**src/rtl/instr_encoder_if.sv**
```systemverilog
// Valid/ready link between an instruction source and instr_encoder:
// request fields in, encoded word plus address and error flag out.
interface instr_encoder_if;
  logic        in_valid;
  logic        in_ready;
  logic [5:0]  mnem;
  logic [4:0]  rs;
  logic [4:0]  rt;
  logic [4:0]  rd;
  logic [4:0]  shamt;
  logic [15:0] imm;
  logic [31:0] tgt;
  logic        out_valid;
  logic        out_ready;
  logic [31:0] out_instr;
  logic [31:0] out_addr;
  logic        out_err;

  modport master (
    output in_valid, mnem, rs, rt, rd, shamt, imm, tgt, out_ready,
    input  in_ready, out_valid, out_instr, out_addr, out_err
  );

  modport slave (
    input  in_valid, mnem, rs, rt, rd, shamt, imm, tgt, out_ready,
    output in_ready, out_valid, out_instr, out_addr, out_err
  );
endinterface

```
**src/rtl/instr_encoder.sv**
```systemverilog
// Encodes mnemonic index + operands into MIPS words, assigns sequential
// instruction-memory addresses and resolves branch/jump targets against them.
module instr_encoder #(
  parameter logic [31:0] BASE = 32'h0000_3000
) (
  input  logic            clk,
  input  logic            rst_n,
  input  logic            restart,
  instr_encoder_if.slave  bus,
  output logic            err_seen,
  output logic [15:0]     out_count
);
  localparam logic [29:0] BASE_WORD = BASE[31:2];

  // Addresses are always word aligned, so only the word index is kept.
  logic [29:0] pc_q, pc_d;
  logic        out_valid_q, out_valid_d;
  logic [31:0] instr_q, instr_d;
  logic [29:0] addr_q, addr_d;
  logic        err_q, err_d;
  logic        err_seen_q, err_seen_d;
  logic [15:0] count_q, count_d;

  logic [29:0] word_w, word_next_w, diff_w;
  logic [5:0]  op_w, funct_w;
  logic [4:0]  r_rs_w, r_rt_w, r_rd_w, r_sh_w, br_rt_w;
  logic        br_bad_w, j_bad_w;
  logic [31:0] enc_w;
  logic        enc_err_w;
  logic        in_ready_w, accept_w, fire_w;

  assign in_ready_w    = !out_valid_q || bus.out_ready;
  assign accept_w      = bus.in_valid && in_ready_w;
  assign fire_w        = out_valid_q && bus.out_ready;

  assign bus.in_ready  = in_ready_w;
  assign bus.out_valid = out_valid_q;
  assign bus.out_instr = instr_q;
  assign bus.out_addr  = {addr_q, 2'b00};
  assign bus.out_err   = err_q;
  assign err_seen      = err_seen_q;
  assign out_count     = count_q;

  // Word offset of the target from addr+4; bits [29:15] here are diff[31:17].
  assign word_w      = restart ? BASE_WORD : pc_q;
  assign word_next_w = word_w + 30'd1;
  assign diff_w      = bus.tgt[31:2] - word_next_w;
  assign br_bad_w    = (bus.tgt[1:0] != 2'b00) ||
                       !((&diff_w[29:15]) || (~|diff_w[29:15]));
  assign j_bad_w     = (bus.tgt[1:0] != 2'b00) ||
                       (bus.tgt[31:28] != word_next_w[29:26]);

  always_comb begin
    op_w = 6'b000000;
    case (bus.mnem)
      6'd0:  op_w = 6'b100000;
      6'd1:  op_w = 6'b100100;
      6'd2:  op_w = 6'b100001;
      6'd3:  op_w = 6'b100101;
      6'd4:  op_w = 6'b100011;
      6'd5:  op_w = 6'b101000;
      6'd6:  op_w = 6'b101001;
      6'd7:  op_w = 6'b101011;
      6'd34: op_w = 6'b001000;
      6'd35: op_w = 6'b001001;
      6'd36: op_w = 6'b001100;
      6'd37: op_w = 6'b001101;
      6'd38: op_w = 6'b001110;
      6'd39: op_w = 6'b001111;
      6'd40: op_w = 6'b001010;
      6'd41: op_w = 6'b001011;
      6'd42: op_w = 6'b000100;
      6'd43: op_w = 6'b000101;
      6'd44: op_w = 6'b000110;
      6'd45: op_w = 6'b000111;
      6'd46: op_w = 6'b000001;
      6'd47: op_w = 6'b000001;
      6'd48: op_w = 6'b000010;
      6'd49: op_w = 6'b000011;
      6'd50: op_w = 6'b011100;
      default: op_w = 6'b000000;
    endcase
  end

  always_comb begin
    funct_w = 6'b000000;
    case (bus.mnem)
      6'd8:  funct_w = 6'b100000;
      6'd9:  funct_w = 6'b100001;
      6'd10: funct_w = 6'b100010;
      6'd11: funct_w = 6'b100011;
      6'd12: funct_w = 6'b011000;
      6'd13: funct_w = 6'b011001;
      6'd14: funct_w = 6'b011010;
      6'd15: funct_w = 6'b011011;
      6'd16: funct_w = 6'b000000;
      6'd17: funct_w = 6'b000010;
      6'd18: funct_w = 6'b000011;
      6'd19: funct_w = 6'b000100;
      6'd20: funct_w = 6'b000110;
      6'd21: funct_w = 6'b000111;
      6'd22: funct_w = 6'b100100;
      6'd23: funct_w = 6'b100101;
      6'd24: funct_w = 6'b100110;
      6'd25: funct_w = 6'b100111;
      6'd26: funct_w = 6'b101010;
      6'd27: funct_w = 6'b101011;
      6'd28: funct_w = 6'b001001;
      6'd29: funct_w = 6'b001000;
      6'd30: funct_w = 6'b010000;
      6'd31: funct_w = 6'b010010;
      6'd32: funct_w = 6'b010001;
      6'd33: funct_w = 6'b010011;
      default: funct_w = 6'b000000;
    endcase
  end

  // Zero the R-type fields the decoder expects to be unused.
  assign r_rs_w = (bus.mnem inside {[6'd16:6'd18], 6'd30, 6'd31}) ? 5'd0 : bus.rs;
  assign r_rt_w = (bus.mnem inside {[6'd28:6'd33]}) ? 5'd0 : bus.rt;
  assign r_rd_w = (bus.mnem inside {[6'd12:6'd15], 6'd29, 6'd32, 6'd33}) ? 5'd0 : bus.rd;
  assign r_sh_w = (bus.mnem inside {[6'd16:6'd18]}) ? bus.shamt : 5'd0;

  always_comb begin
    br_rt_w = bus.rt;
    case (bus.mnem)
      6'd44, 6'd45, 6'd46: br_rt_w = 5'd0;
      6'd47:               br_rt_w = 5'd1;
      default:             br_rt_w = bus.rt;
    endcase
  end

  always_comb begin
    enc_w     = 32'd0;
    enc_err_w = 1'b0;
    if (bus.mnem <= 6'd7 || (bus.mnem >= 6'd34 && bus.mnem <= 6'd41)) begin
      enc_w = {op_w, (bus.mnem == 6'd39) ? 5'd0 : bus.rs, bus.rt, bus.imm};
    end else if (bus.mnem <= 6'd33) begin
      enc_w = {6'b000000, r_rs_w, r_rt_w, r_rd_w, r_sh_w, funct_w};
    end else if (bus.mnem <= 6'd47) begin
      enc_err_w = br_bad_w;
      enc_w     = {op_w, bus.rs, br_rt_w, diff_w[15:0]};
    end else if (bus.mnem <= 6'd49) begin
      enc_err_w = j_bad_w;
      enc_w     = {op_w, bus.tgt[27:2]};
    end else if (bus.mnem == 6'd50) begin
      enc_w = {op_w, bus.rs, bus.rt, 16'd0};
    end else begin
      enc_err_w = 1'b1;
    end
    if (enc_err_w) begin
      enc_w = 32'd0;
    end
  end

  always_comb begin
    pc_d        = pc_q;
    out_valid_d = out_valid_q;
    instr_d     = instr_q;
    addr_d      = addr_q;
    err_d       = err_q;
    err_seen_d  = err_seen_q;
    count_d     = count_q;
    if (fire_w) begin
      out_valid_d = 1'b0;
      count_d     = count_q + 16'd1;
    end
    if (restart) begin
      pc_d       = BASE_WORD;
      err_seen_d = 1'b0;
    end
    if (accept_w) begin
      out_valid_d = 1'b1;
      instr_d     = enc_w;
      addr_d      = word_w;
      err_d       = enc_err_w;
      pc_d        = word_next_w;
      err_seen_d  = (err_seen_q && !restart) || enc_err_w;
    end
  end

  always_ff @(posedge clk or negedge rst_n) begin
    if (!rst_n) begin
      pc_q        <= BASE_WORD;
      out_valid_q <= 1'b0;
      instr_q     <= 32'd0;
      addr_q      <= 30'd0;
      err_q       <= 1'b0;
      err_seen_q  <= 1'b0;
      count_q     <= 16'd0;
    end else begin
      pc_q        <= pc_d;
      out_valid_q <= out_valid_d;
      instr_q     <= instr_d;
      addr_q      <= addr_d;
      err_q       <= err_d;
      err_seen_q  <= err_seen_d;
      count_q     <= count_d;
    end
  end
endmodule
```
**src/flat_wrapper.sv**
```systemverilog
// flat-port wrapper written by rule: the top's interface ports become plain ports
module instr_encoder_flat 
#(
  parameter logic [31:0] BASE = 32'h0000_3000
)
  (clk, rst_n, restart, err_seen, out_count, bus_in_valid, bus_mnem, bus_rs, bus_rt, bus_rd, bus_shamt, bus_imm, bus_tgt, bus_out_ready, bus_in_ready, bus_out_valid, bus_out_instr, bus_out_addr, bus_out_err);
  instr_encoder_if bus_i ();
  input  logic clk;
  input  logic rst_n;
  input  logic restart;
  output logic err_seen;
  output logic [15:0] out_count;
  input wire logic [$bits(bus_i.in_valid)-1:0] bus_in_valid;
  input wire logic [$bits(bus_i.mnem)-1:0] bus_mnem;
  input wire logic [$bits(bus_i.rs)-1:0] bus_rs;
  input wire logic [$bits(bus_i.rt)-1:0] bus_rt;
  input wire logic [$bits(bus_i.rd)-1:0] bus_rd;
  input wire logic [$bits(bus_i.shamt)-1:0] bus_shamt;
  input wire logic [$bits(bus_i.imm)-1:0] bus_imm;
  input wire logic [$bits(bus_i.tgt)-1:0] bus_tgt;
  input wire logic [$bits(bus_i.out_ready)-1:0] bus_out_ready;
  output wire logic [$bits(bus_i.in_ready)-1:0] bus_in_ready;
  output wire logic [$bits(bus_i.out_valid)-1:0] bus_out_valid;
  output wire logic [$bits(bus_i.out_instr)-1:0] bus_out_instr;
  output wire logic [$bits(bus_i.out_addr)-1:0] bus_out_addr;
  output wire logic [$bits(bus_i.out_err)-1:0] bus_out_err;
  assign bus_i.in_valid = bus_in_valid;
  assign bus_i.mnem = bus_mnem;
  assign bus_i.rs = bus_rs;
  assign bus_i.rt = bus_rt;
  assign bus_i.rd = bus_rd;
  assign bus_i.shamt = bus_shamt;
  assign bus_i.imm = bus_imm;
  assign bus_i.tgt = bus_tgt;
  assign bus_i.out_ready = bus_out_ready;
  assign bus_in_ready = bus_i.in_ready;
  assign bus_out_valid = bus_i.out_valid;
  assign bus_out_instr = bus_i.out_instr;
  assign bus_out_addr = bus_i.out_addr;
  assign bus_out_err = bus_i.out_err;
  instr_encoder #(.BASE(BASE)) u_core (.clk(clk), .rst_n(rst_n), .restart(restart), .bus(bus_i), .err_seen(err_seen), .out_count(out_count));
endmodule
```
**config.mk**
```make
export PLATFORM = sky130hd
export DESIGN_NAME = instr_encoder_flat
export DESIGN_NICKNAME = d
export VERILOG_FILES = /design/src/rtl/instr_encoder_if.sv /design/src/rtl/instr_encoder.sv /design/src/flat_wrapper.sv
export SDC_FILE = /design/constraint.sdc
export NUM_CORES = 1
export LEC_CHECK = 0
export ABC_AREA = 0
export CAP_MARGIN = 5
export CELL_PAD_IN_SITES_DETAIL_PLACEMENT = 0
export CELL_PAD_IN_SITES_GLOBAL_PLACEMENT = 1
export CORE_MARGIN = 4
export CORE_UTILIZATION = 40
export DETAILED_ROUTE_END_ITERATION = 10
export GPL_TIMING_DRIVEN = 0
export PLACE_DENSITY = 0.85
export SKIP_CTS_REPAIR_TIMING = 1
export SYNTH_ARGS = -nofsm -noshare
export SYNTH_HDL_FRONTEND = slang
export SYNTH_SLANG_ARGS = --single-unit
export TNS_END_PERCENT = 10
```
**constraint.sdc**
```tcl
create_clock -name clk -period 10.25 [get_ports clk]
set_input_delay 2.05 -clock clk [delete_from_list [all_inputs] [get_ports clk]]
set_output_delay 2.05 -clock clk [all_outputs]
set_load 0.02 [all_outputs]
```
Fig. 1: placed standard cells
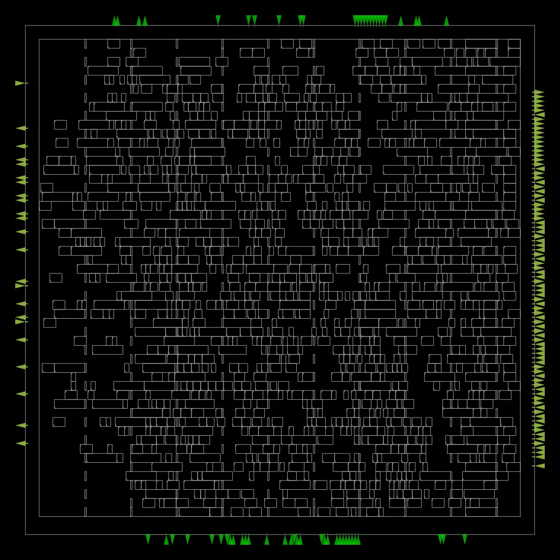
number of filler instances in the final layout: 2066
number of placement rows: 53
number of sequential storage elements: 111

Fig. 2: zoomed window
Region (62, 62) to (92, 92) um. Cells in gray, sequential cells in the stronger gray; small squares are vias.
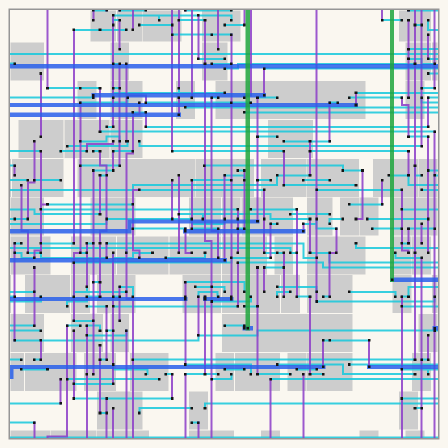
- blue: M3
- cyan: M1
- green: M4
- purple: M2
- most frequent: nand2_1 (12), xnor2_1 (10)
- cells with their middle in the window: 68
- sequential cells in the window: 0

Fig. 3: signal metal coverage by tile
Drawn at 2 px/um. The die is cut into 31 by 31 equal tiles; dark purple is low, yellow is high, scaled to the fullest tile. Values are wire area over tile area, all layers added.
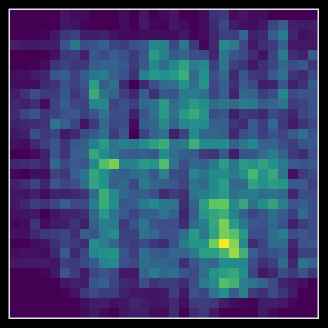
- tiles over half the peak: 7.9%
- mean over tiles: 0.20
- emptiest ninth of the die: south-west
routed vias: 8314
total routing resource utilization after global routing: 23.50%
routed wire length: 28450 um
WL per Instance: 19.34 um

Fig. 4: signal wires by layer
Drawn at 2 px/um. Two of the layers only.
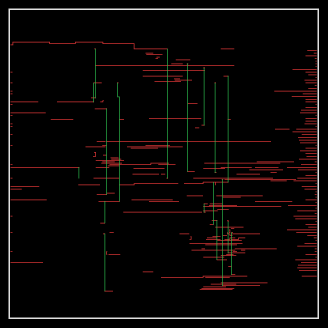
- green: M4 (wire length 561 um)
- red: M3 (wire length 2120 um)

==> ds_physical_params.txt <==
Physical implementation characteristics

Parameter                              Value

Critical path
  Startpoint of the worst setup timing path    restart
  Critical Path Source Type    primary input
  Worst-path maximum fanout    12
  Worst EP required    between 10 and 15 ns
  Endpoint of the worst setup timing path    u_core.bus.out_instr[28]
  Slowest stage cell, crit path    sky130_fd_sc_hd__or4_1
  Worst endpoint data arrival time    9.82 ns

Final layout
  Leading cell type in the layout, fill and taps excluded    sky130_fd_sc_hd__clkdlybuf4s50_1
  Number of nets at the end of the flow    1301
  Area fraction of clock buffers and clock inverters    2.856%
  Multi-input logic cell count    about 830
  Flop area    2780 um2
  Biggest Area Class    combinational gates
  Number of ordinary inverters in the final layout    18
  Proportion of final cell area spent on non-clock buffers    17.10%
  Clock buf count    10
  Area growth from synthesis to layout    26.24%
  Logic area    5398 um2

Detailed routing
  Wire length on met2    12680 um
  Length of routed met3 wiring    roughly 2100 um
  Routed vias/inst    5.652
  Number of antenna-violating nets in the routed design    0
  DRC marker count from the first detailed-route iteration    742
  Met1 wire length    13090 um
  Number of detailed-route iterations in the first pass    5

Global routing
  Wire length of the first global-routing pass    44500 um
  Largest net degree at the start of global routing    65
  Global-route layer with the greatest usage    met2
  Via count of the first global-routing pass    just under 8k
  GR met2 Demand/Resource    36.98%
  GRT met3 Usage    under 10%

Synthesis
  Number of enable flip-flop cells    0
  Ranking of synthesized cells by instance count    147 x sky130_fd_sc_hd__nand2_1, 109 x sky130_fd_sc_hd__dfrtp_1, 87 x sky130_fd_sc_hd__nor2_1, 75 x sky130_fd_sc_hd__xnor2_1, 59 x sky130_fd_sc_hd__o21ai_0
  Top-area cell type share of the netlist area    32.09%
  Share of synthesized area occupied by flip-flops and latches    between 30 and 40%
  Biggest combinational cell group after synthesis    simple AND/OR/NAND/NOR gates
  Area leader, netlist    sky130_fd_sc_hd__dfrtp_1
  Post-synthesis instance total    1024
  MUX area fraction    roughly 2%
  AND-OR/OR-AND share of the synthesized area    19.03%
  Simple-gate portion of the synthesized area    roughly 25%
  Proportion of register bits with asynchronous set or reset after synthesis    100.0%
  Unique cell type count in the Yosys netlist    ~77
  Post-synthesis xor/xnor area fraction    about 11%
  Post-synth design cell area    8501 um2
  Cell total in the yosys stat output    1024
  Top-count cell post-synth    sky130_fd_sc_hd__nand2_1
  Average size of a mapped cell    approximately 8.3 um2
  Yosys chip area    around 8500 um2
  Count of synthesis-stage warnings from yosys    0

Hold path
  Sink of the worst hold path    u_core.out_count[15]
  Hold path startpoint    u_core.out_count[15]
  Worst min-delay path category    reg -> reg
  Cell depth of the worst min-delay path    1

Final timing
  Clock period minus final worst setup slack    9.539 ns
  Setup violators final    0
  Relative slew margins    a little over an eighth
  Slew @ Worst Pin    1.289 ns
  Number of pins exceeding their max-slew limit in the final report    0
  Fmax    between 100 and 150 MHz
  Setup Total Neg Slack    0 ns
  Final-report hold violation count    0
  Unrepaired setup endpoints after global routing    false
  Worst clock skew    0.01056 ns

Power and ir drop
  Post-layout total power    1235 uW
  Leak    0.004266 uW
  Main power group    sequential cells
  Fraction of power consumed by combinational cells    30.4%
  Power dissipated in the clock network    359 uW
  Worst-case vdd ir drop    between 0.06 and 0.07 mV
  Share of total power in sequential cells    between 40% and 50%
  Power drawn by the sequential cells    501 uW
  Portion of total power attributed to the clock network    29.0%
  Net switching fraction of the power    33.99%
  Net switching power figure    419.8 uW
  Areal power density over the cells    115.1 nW/um2

Clocking
  Insertion delay to the later sink of the worst-skew pair    between 0.3 and 0.4 ns
  Clock Tree Buf Depth    2
  TritonCTS clock tree    yes
  Clock sink total    111
  Worst-path clk slew    ~0.080 ns
  Root Buffer    sky130_fd_sc_hd__clkbuf_16

Die
  Well-Tap Cells    around 280
  Area of the die    23650 um2
  Core Density at Floorplan    approximately two fifths
  Count of pins on the block boundary    163
  Area of the placeable core    20960 um2
  Chip height    153.8 um

Placement
  Number of buffer cells added on primary ports    155
  Gp weighted congestion    around 0.9
  Placed Instances    1456

Flow run
  Number of warnings in the stage logs    33
  Number of max-capacitance violations reported    0

Run status
  Outcome    finished clean
==> critical path: cells and delay by family <==
kind            cells  cell delay, ns
simple gates       13            3.41
xor+xnor            1            0.18
buf+inv             8            1.98
compound gates      9            1.63
fa+ha+maj           2            0.53
==> through the flow <==
step,worst slack [ns],hold WS (ns),area (um2)
floorplan,2.032,0.5451,8504
global placement,0.01401,0.4593,10400
detailed placement,-0.007964,0.4661,10430
CTS,0.3698,0.4773,10740
global route,0.03407,0.4995,10730
finish,0.7110,0.4711,10730
==> state kept, by name (all words and copies together), names as in the netlist <==
signal / cells
u_core.bus.out_instr: 32
u_core.err_seen: 1
u_core.addr_q: 30
u_core.bus.out_err: 1
u_core.pc_q: 30
u_core.out_count: 16
u_core.bus.out_valid: 1
Power figures rest on the tool's default switching activity, not on a simulated workload.
